**The metal 1 layer**

Scale bar: 20 um.
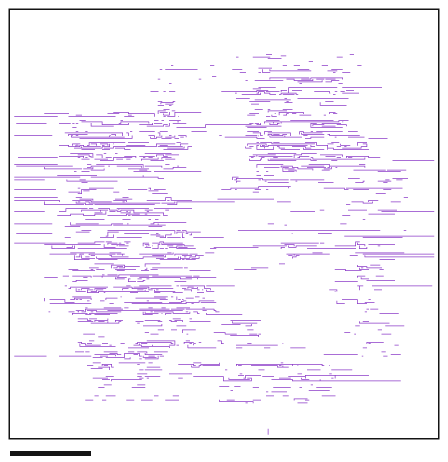
**The metal 2 layer**

Scale bar: 20 um. Cells faint in the background.
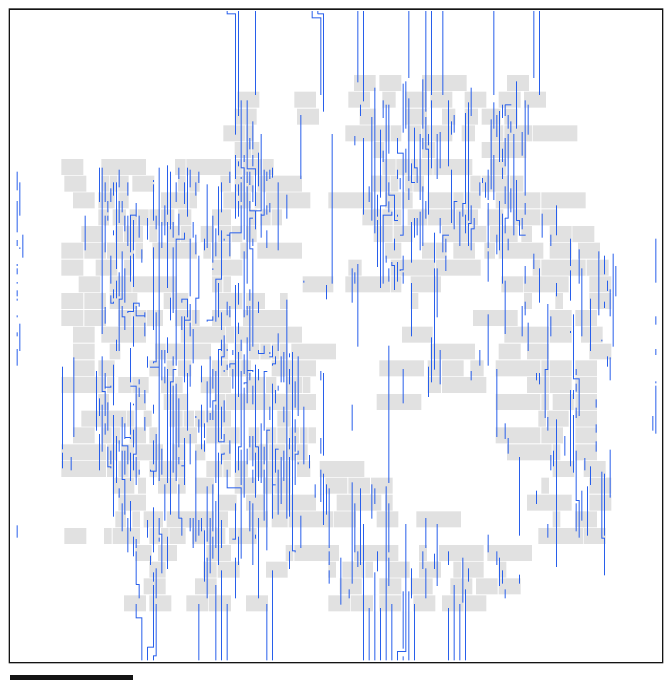
**M3 wires**

Scale bar: 20 um. Cells faint in the background.
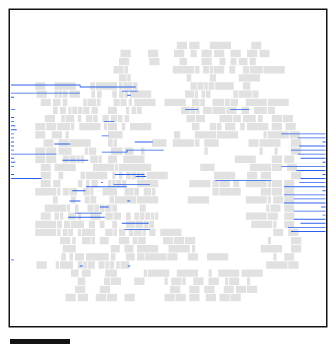
### config.mk
export PLATFORM = sky130hd
export DESIGN_NAME = drive_enve_addr_gen
export DESIGN_NICKNAME = d
export VERILOG_FILES = /design/src/rtl/drive_enve_addr_gen_pkg.sv /design/src/rtl/drive_enve_sample_pipe.sv /design/src/rtl/drive_enve_addr_gen.sv
export SDC_FILE = /design/constraint.sdc
export NUM_CORES = 1
export LEC_CHECK = 0
export CAP_MARGIN = 20
export CORE_MARGIN = 8
export CORE_UTILIZATION = 35
export DETAILED_ROUTE_END_ITERATION = 8
export MAX_ROUTING_LAYER = met4
export PLACE_DENSITY = 0.7
export SLEW_MARGIN = 0
export SYNTH_ARGS = -nofsm -noshare
export SYNTH_HDL_FRONTEND = slang
export SYNTH_HIERARCHICAL = 1
export SYNTH_SLANG_ARGS = --single-unit
### constraint.sdc
create_clock -name clk -period 6.08 [get_ports clk]
set_clock_uncertainty 0.2 [all_clocks]
set_input_delay 1.216 -clock clk [delete_from_list [all_inputs] [get_ports clk]]
set_output_delay 1.216 -clock clk [all_outputs]
set_load 0.01 [all_outputs]
### src/rtl/drive_enve_addr_gen_pkg.sv
// rtl/drive_enve_addr_gen_pkg.sv - shared drive-circuit state encoding and width defaults
package drive_enve_addr_gen_pkg;

    localparam logic STATE_IDLE = 1'b0;
    localparam logic STATE_READ = 1'b1;

    localparam int ADDR_W_DEF = 10;
    localparam int LEN_W_DEF  = 10;
    localparam int DATA_W_DEF = 16;

endpackage

### src/rtl/drive_enve_sample_pipe.sv
// rtl/drive_enve_sample_pipe.sv - read-data capture pipeline with sample index
module drive_enve_sample_pipe #(
    parameter int LEN_W  = 10,
    parameter int DATA_W = 16
) (
    input  logic              clk,
    input  logic              rst,
    input  logic              start_read_addr,
    input  logic              rd_en,
    input  logic              fin,
    input  logic [DATA_W-1:0] rd_data,
    output logic [DATA_W-1:0] sample,
    output logic              sample_valid,
    output logic              sample_last,
    output logic [LEN_W-1:0]  sample_idx
);

    logic              rd_en_d1_q, rd_en_d1_d;
    logic              last_d1_q, last_d1_d;
    logic [DATA_W-1:0] sample_q, sample_d;
    logic              valid_q, valid_d;
    logic              last_q, last_d;
    logic [LEN_W-1:0]  idx_q, idx_d;

    always_comb begin
        rd_en_d1_d = rd_en;
        // A zero-length envelope pulses fin with no read; keep it out of the sample stream.
        last_d1_d  = fin & rd_en;
        sample_d   = rd_en_d1_q ? rd_data : sample_q;
        valid_d    = rd_en_d1_q;
        last_d     = last_d1_q;
        idx_d      = idx_q;
        if (start_read_addr) begin
            idx_d = '0;
        end else if (valid_q && (idx_q != {LEN_W{1'b1}})) begin
            idx_d = idx_q + LEN_W'(1);
        end
    end

    always_ff @(posedge clk) begin
        if (rst) begin
            rd_en_d1_q <= 1'b0;
            last_d1_q  <= 1'b0;
            sample_q   <= '0;
            valid_q    <= 1'b0;
            last_q     <= 1'b0;
            idx_q      <= '0;
        end else begin
            rd_en_d1_q <= rd_en_d1_d;
            last_d1_q  <= last_d1_d;
            sample_q   <= sample_d;
            valid_q    <= valid_d;
            last_q     <= last_d;
            idx_q      <= idx_d;
        end
    end

    assign sample       = sample_q;
    assign sample_valid = valid_q;
    assign sample_last  = last_q;
    assign sample_idx   = idx_q;

endmodule

### src/rtl/drive_enve_addr_gen.sv
// rtl/drive_enve_addr_gen.sv - envelope memory address generator with sample pipeline
import drive_enve_addr_gen_pkg::*;

module drive_enve_addr_gen #(
    parameter int ADDR_W = ADDR_W_DEF,
    parameter int LEN_W  = LEN_W_DEF,
    parameter int DATA_W = DATA_W_DEF
) (
    input  logic              clk,
    input  logic              rst,
    input  logic              start_read_addr,
    input  logic              set_enve_memory_addr,
    input  logic              increment_enve_memory_addr,
    input  logic [ADDR_W-1:0] enve_start_addr,
    input  logic [LEN_W-1:0]  enve_len,
    input  logic [DATA_W-1:0] enve_mem_rd_data,
    output logic [ADDR_W-1:0] enve_mem_addr,
    output logic              enve_mem_rd_en,
    output logic              is_read_env_fin,
    output logic [DATA_W-1:0] enve_sample,
    output logic              enve_sample_valid,
    output logic              enve_sample_last,
    output logic [LEN_W-1:0]  enve_sample_idx,
    output logic              busy
);

    logic              state_q, state_d;
    logic [ADDR_W-1:0] addr_q, addr_d;
    logic [LEN_W-1:0]  remaining_q, remaining_d;
    logic              rd_en_q, rd_en_d;
    logic              fin_q, fin_d;

    always_comb begin
        state_d     = state_q;
        addr_d      = addr_q;
        remaining_d = remaining_q;
        rd_en_d     = 1'b0;
        fin_d       = 1'b0;
        if (set_enve_memory_addr) begin
            if (enve_len != '0) begin
                addr_d      = enve_start_addr;
                remaining_d = enve_len - LEN_W'(1);
                rd_en_d     = 1'b1;
                fin_d       = (enve_len == LEN_W'(1));
                state_d     = STATE_READ;
            end else begin
                fin_d   = 1'b1;
                state_d = STATE_IDLE;
            end
        end else if (state_q == STATE_READ) begin
            // remaining==0 in READ means the last address was issued last cycle.
            if (remaining_q == '0) begin
                state_d = STATE_IDLE;
            end else if (increment_enve_memory_addr) begin
                addr_d      = addr_q + ADDR_W'(1);
                remaining_d = remaining_q - LEN_W'(1);
                rd_en_d     = 1'b1;
                fin_d       = (remaining_q == LEN_W'(1));
            end
        end
    end

    always_ff @(posedge clk) begin
        if (rst) begin
            state_q     <= STATE_IDLE;
            addr_q      <= '0;
            remaining_q <= '0;
            rd_en_q     <= 1'b0;
            fin_q       <= 1'b0;
        end else begin
            state_q     <= state_d;
            addr_q      <= addr_d;
            remaining_q <= remaining_d;
            rd_en_q     <= rd_en_d;
            fin_q       <= fin_d;
        end
    end

    assign enve_mem_addr   = addr_q;
    assign enve_mem_rd_en  = rd_en_q;
    assign is_read_env_fin = fin_q;
    assign busy            = (state_q == STATE_READ);

    drive_enve_sample_pipe #(
        .LEN_W  (LEN_W),
        .DATA_W (DATA_W)
    ) u_pipe (
        .clk             (clk),
        .rst             (rst),
        .start_read_addr (start_read_addr),
        .rd_en           (rd_en_q),
        .fin             (fin_q),
        .rd_data         (enve_mem_rd_data),
        .sample          (enve_sample),
        .sample_valid    (enve_sample_valid),
        .sample_last     (enve_sample_last),
        .sample_idx      (enve_sample_idx)
    );

endmodule
==> summary.txt <==
run results: run status=finished clean, Pre-antenna DRT Iters=5, post-synth design cell area=2810 sq um, total of max-cap violations=0, Top non-seq family=simple AND/OR/NAND/NOR gates, Synth warnings=6, relative slew slack=0.339, port buffer count=81, root buf cell=clkbuf_8, MI comb area=1630 sq um, yosys xor share=0.0187, fmax=258 MHz, storage element area=1060 sq um, Inverters excl. clock=9, Pleak=1.36 nW, final instance area=3790 sq um, Detail Placement HPWL=5450 um, DP Area=3670 sq um, Max Slew Vio Count=0, post-synth net total=376, DP Worst Slack=1.92 ns, Resized Gates After CTS=0, clk sinks=53, CP Class=input port to flip-flop, synthesized instance count=329, Final nets=450, clock tree buffer depth=2, Row Count=32, share of the yosys chip area belonging to registers=0.377, CORE AREA=7770 sq um, ClkCell Share=0.0294, layout cells sized above 1=0.0693, reg2reg setup slack=3.33 ns, CTS Buf Count=5, # DRC=0, Hold Fails Final Rpt=0, hold_sp=u_pipe/last_d, vias per cell=5.38, critical path endpoint=remaining_q[4], worst r2r dst=remaining_q[4], first-pass GRT wire length=12700 um, Worst EP required=6.11 ns, fin cells=506, Yosys chip area=2810 sq um, Final WS setup=2.20 ns, Worst setup SP type=input port, crit path DAT=3.91 ns, Post-Synth Simple-Gate Area=0.256, die span in x=106 um, reg2reg start=remaining_q[2], FA/HA/MAJ Cells, Area Fraction=0.0267, worst reg2reg path depth=5, Final Wtd Congestion=0.933, Clk pin slew, worst setup/hold paths=0.10 ns, diode count=0, flop share of the area=0.280, ao+oa area frac=0.209, Seq cells=53, final period utilization=0.638, final core utilization=0.487, I/O pin cnt=82, tool warnings=28, n_taps=102, die height=106 um, largest net degree at the start of global routing=45, Multi-In Gates=251, number of non-clock buffers=83, Synth flops=53, CTS HTree Levels=2, Mapped Avg Cell Area=8.55 sq um, initial antenna violation count=0, total power=764 uW, largest class=multi-input combinational cells, Mux area share=0.0676, P&R area growth vs syn=34.5%, Comb area share=0.430, Yosys Instances=329, Fill cells=750, CTS Hold Bufs=0, clock buffer count=6, total grt overflow=0, time the worst path needs with I/O delays and setup=3.88 ns, DIE AREA=11200 sq um, Hold WS=0.253 ns, hold path endpoint=u_pipe/sample_last, vias in the first global route=2688, Power Density=202 nW/um^2, hold depth=1, number of enable flip-flop cells=0, CTS tree=yes, Post CTS Setup Buffer Count=0
Notes on 'the metal 1 layer' above:
nets with wire on the layer: 413
share of all routed wire: 46%
met1 GRT Util: 0.165
final WL: 7550 um
routed vias: 2723

Notes on 'the metal 2 layer' above:
wire length on this layer: 3530 um
nets with wire on the layer: 358
grt met2 use: 0.215

Notes on 'M3 wires' above:
wire length on this layer: 480 um
share of all routed wire: 6.4%
met3 GRT Util: 0.0335

==> where the power goes <==
group / internal (mW) / switching [mW]
Combinational: 0.0732 / 0.0685
Sequential: 0.363 / 0.0189
Clock: 0.124 / 0.117
==> cell usage after synthesis, types with 6 or more instances <==
library cell	instances	area share
dfxtp_1	53	0.38
nand2_1	27	0.036
nor4_1	6	0.013
o21ai_0	20	0.036
o31ai_1	6	0.016
nor2_1	37	0.049
mux2i_1	19	0.068
o211ai_1	6	0.016
a31oi_1	11	0.024
nand3_1	13	0.023
and3_1	10	0.022
ha_1	6	0.027
xor2_1	6	0.019
inv_1	9	0.012
a21oi_1	22	0.039
==> metal layers <==
metal	GRT usage	wire length, um
met5	-	0
met3	0.0335	479
met1	0.165	3460
met4	0.0342	77
met2	0.215	3530
==> sequential cells by signal, summed over array words and instances, names as in the netlist <==
name and cells:
busy 1, enve_mem_addr 10, enve_mem_rd_en 1, is_read_env_fin 1
remaining_q 10, u_pipe/last_d 1, u_pipe/rd_en_d1_q 1, u_pipe/sample 16
u_pipe/sample_idx 10, u_pipe/sample_last 1, u_pipe/sample_valid 1
==> layout by cell type, fill, tap and decap left out, types with 9 or more instances in the layout <==
cell type        instances
a21oi_1                 22
a31oi_1                 11
and3_1                  10
clkdlybuf4s50_1         81
dfxtp_1                 53
inv_1                    9
mux2i_1                 19
nand2_1                 27
nand3_1                 13
nor2_1                  37
o21ai_0                 20
==> critical path, cell delays in order <==
cell and delay (ns):
clkdlybuf4s50_1 0.46, inv_1 0.10, ha_1 0.20, or3b_1 0.44
o41a_4 0.50, nor2_2 0.62, o21ai_0 0.20, a21oi_1 0.18
Power is estimated from default activity; no workload was simulated.
